==> config.mk <==
export PLATFORM = sky130hd
export DESIGN_NAME = sapho_fifo_flat
export DESIGN_NICKNAME = d
export VERILOG_FILES = /design/src/rtl/sapho_fifo_pkg.sv /design/src/rtl/sapho_fifo_if.sv /design/src/rtl/sapho_fifo_dpram.sv /design/src/rtl/sapho_fifo.sv /design/src/flat_wrapper.sv
export SDC_FILE = /design/constraint.sdc
export NUM_CORES = 2
export LEC_CHECK = 0
export CAP_MARGIN = 15
export CORE_MARGIN = 8
export CORE_UTILIZATION = 45
export CTS_BUF_LIST = sky130_fd_sc_hd__clkbuf_8
export DETAILED_ROUTE_END_ITERATION = 12
export PLACE_DENSITY = 0.65
export SETUP_SLACK_MARGIN = 0.15
export SYNTH_ARGS = -nofsm -noshare
export SYNTH_HDL_FRONTEND = slang
export SYNTH_SLANG_ARGS = --single-unit
==> constraint.sdc <==
create_clock -name clock -period 3.5 [get_ports clock]
set_input_delay 0.7 -clock clock [delete_from_list [all_inputs] [get_ports clock]]
set_output_delay 0.7 -clock clock [all_outputs]
set_load 0.005 [all_outputs]
Figure 1. Signal wires by layer.
The bar under the picture is 100 microns long. Only two layers are drawn.
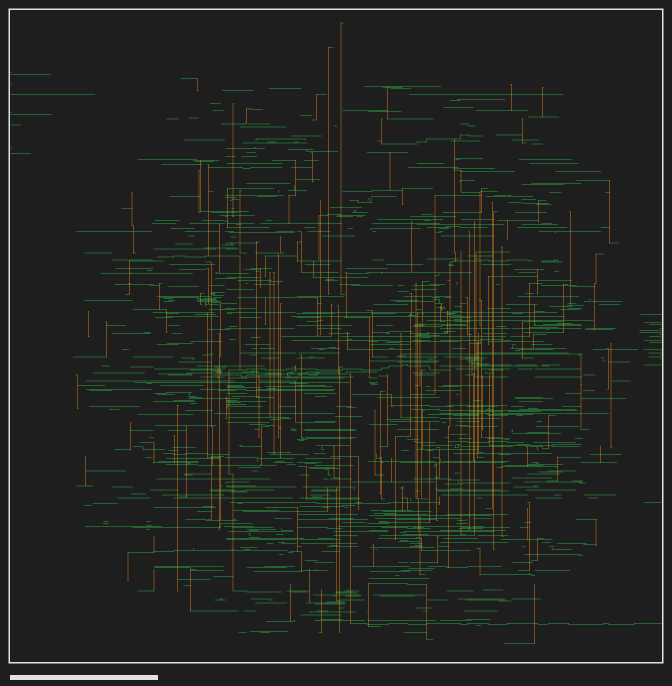
color	layer	wire length
green	met3	19,000 microns
orange	met4	8,180 microns
Total GRT Usage: 22.79%
wire per inst: 30.80 microns

Figure 2. M1 wires.
The bar under the picture is 100 microns long. Cells faint in the background.
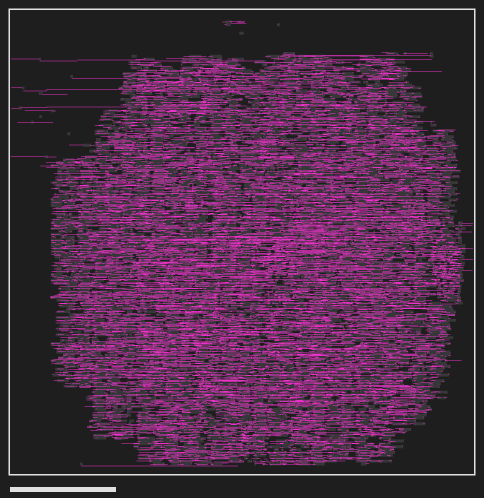
longest straight run	148 microns
main direction	horizontal
vias post-DR: 43,250
WL final: 224,000 microns

==> results_dict.tcl <==
# metrics dict for downstream scripts
set metrics [dict create \
    status "complete, but fails checks" \
    violations "negative setup slack" \
    worstPathRequired_ns 2.80 \
    hold_class "in -> reg" \
    synth-adder-area-share_pct 0.09297 \
    pre_cts_slack_ns -1.088 \
    swShare_pct 27.33 \
    htreeDepth 5 \
    post-dp-hpwl_microns 137200 \
    clock-root-buffer "clkbuf_8" \
    p_switching_uw 17380 \
    chip_area_sq_um 193200 \
    period_used_pct 130.7 \
    clock-sinks 2072 \
    postLayoutSetupSlackWorst_ns -1.076 \
    ir_drop_mv 0.4866 \
    ys_top_logic_family "multiplexers" \
    place_congestion 0.8499 \
    synth-main-ff-cell "edfxtp_1" \
    fp_util_pct 45.26 \
    clkSlewWorstSetupHoldPaths_ns 0.07 \
    fp_nets 3797 \
    syn_area_sq_um 80750 \
    setup_viol 16 \
    edf_count 2048 \
    critPathLaunchType "register" \
    dr.first_iter.drc_count 5268 \
    critPathKind "reg -> out" \
    grt_antenna_before_repair 2 \
    powerDensity_nw_per_um2 640.3 \
    rsz0062_at_grt "true" \
    synth.distinct_cells 64 \
    num-nets-final 4702 \
    maxCapViolCount 0 \
    yosys-stat-area_sq_um 80750 \
    fin_crit_ns 4.576 \
    drc_errors 0 \
    cp-end-kind "primary output" \
    p_clk_share_pct 30.3 \
    tool_warnings 33 \
]
[final cells by class]
type                    count  area (sq um)  area share (%)
well taps                2355          2947           2.967
inverters                   6         30.03         0.03023
repair buffers            766          9189           9.252
clock inverters           232          1186           1.194
diodes                      6         15.01         0.01512
multi-input cells        1483         18980           19.11
flip-flops and latches   2072         62120           62.54
clock buffers             353          4858           4.892
[per-layer routing]
metal  wire length [microns]  up-vias  track usage [%]
met5                       0        -                0
met4                    8175        0            8.298
met3                   19010      402            4.603
met2                  109700     2195            37.36
met1                   87100    22990            30.48
li1                        -    17670                -
[power by group through the flow]
stage               registers [uW]  logic [uW]  clock network [uW]
detailed placement           28000       13600                   0
floorplan                    27900        7800                   0
CTS                          27400       16200               19600
finish                       27400       16900               19300
global route                 27400       17600               20700
global placement             28000       13500                   0
[through the flow]
stage                     total power, uW  setup TNS, ns  instances
after floorplan                     35720              0       3770
final                               63590         -16.09       7273
after global routing                65740         -17.24       7268
after CTS                           63200         -18.25       7216
after detailed placement            41540         -11.02       6558
after global placement              41450         -10.97       6558
[critical path, stage by stage (launching register included)]
cell and delay, ns:
dfrtp_4 0.50, buf_8 0.15, buf_12 0.15, buf_8 0.13, buf_12 0.13, buf_6 0.11, mux4_2 0.43, mux4_2 0.49
a221oi_2 0.25, buf_4 0.17, nor3_4 0.07, buf_4 0.14, buf_6 0.10
[what timing repair did]
action,4_1_cts,5_1_grt
resized,365,127
hold endpoints to repair,8,0
setup buffers,54,50
setup endpoints to repair,19,20
pin swaps,62,56
cloned,18,2
hold buffers,1,0
[cells by family (layout without fill, tap and decap cells)]
kind of cell | Yosys count | in the layout
AND-OR/OR-AND | 302 | 302
XOR/XNOR | 18 | 18
adder cells (fa/ha/maj) | 6 | 6
buffers and inverters | 215 | 1357
flip-flops | 2072 | 2072
multiplexers | 726 | 726
other | 0 | 6
AND/OR/NAND/NOR | 431 | 431
[cells in the mapped netlist (6+ instances only)]
| master | instances | area share, % |
|---|---|---|
| nor2b_1 | 34 | 0.26 |
| edfxtp_1 | 2048 | 76 |
| nor3_1 | 11 | 0.068 |
| a31oi_1 | 18 | 0.14 |
| a221oi_1 | 18 | 0.20 |
| mux2_2 | 38 | 0.53 |
| or2_2 | 6 | 0.046 |
| dfrtp_1 | 24 | 0.74 |
| a211oi_1 | 36 | 0.33 |
| nand2b_1 | 8 | 0.062 |
| buf_6 | 12 | 0.17 |
| clkbuf_1 | 52 | 0.24 |
| nor2_1 | 178 | 0.83 |
| ha_1 | 6 | 0.093 |
| o22ai_1 | 27 | 0.21 |
| a22o_1 | 7 | 0.076 |
| nand4_1 | 7 | 0.054 |
| mux4_2 | 469 | 13 |
| buf_1 | 13 | 0.060 |
| nor4_1 | 6 | 0.046 |
| nand2_1 | 108 | 0.50 |
| a21oi_1 | 59 | 0.37 |
| buf_2 | 80 | 0.50 |
| xor2_1 | 10 | 0.11 |
| o21ai_0 | 40 | 0.25 |
| nand3_1 | 47 | 0.29 |
| a22oi_1 | 40 | 0.37 |
| a2111oi_0 | 8 | 0.087 |
| buf_4 | 52 | 0.48 |
| xnor2_1 | 8 | 0.087 |
| mux2i_1 | 219 | 2.7 |
Power is estimated from default activity; no workload was simulated.
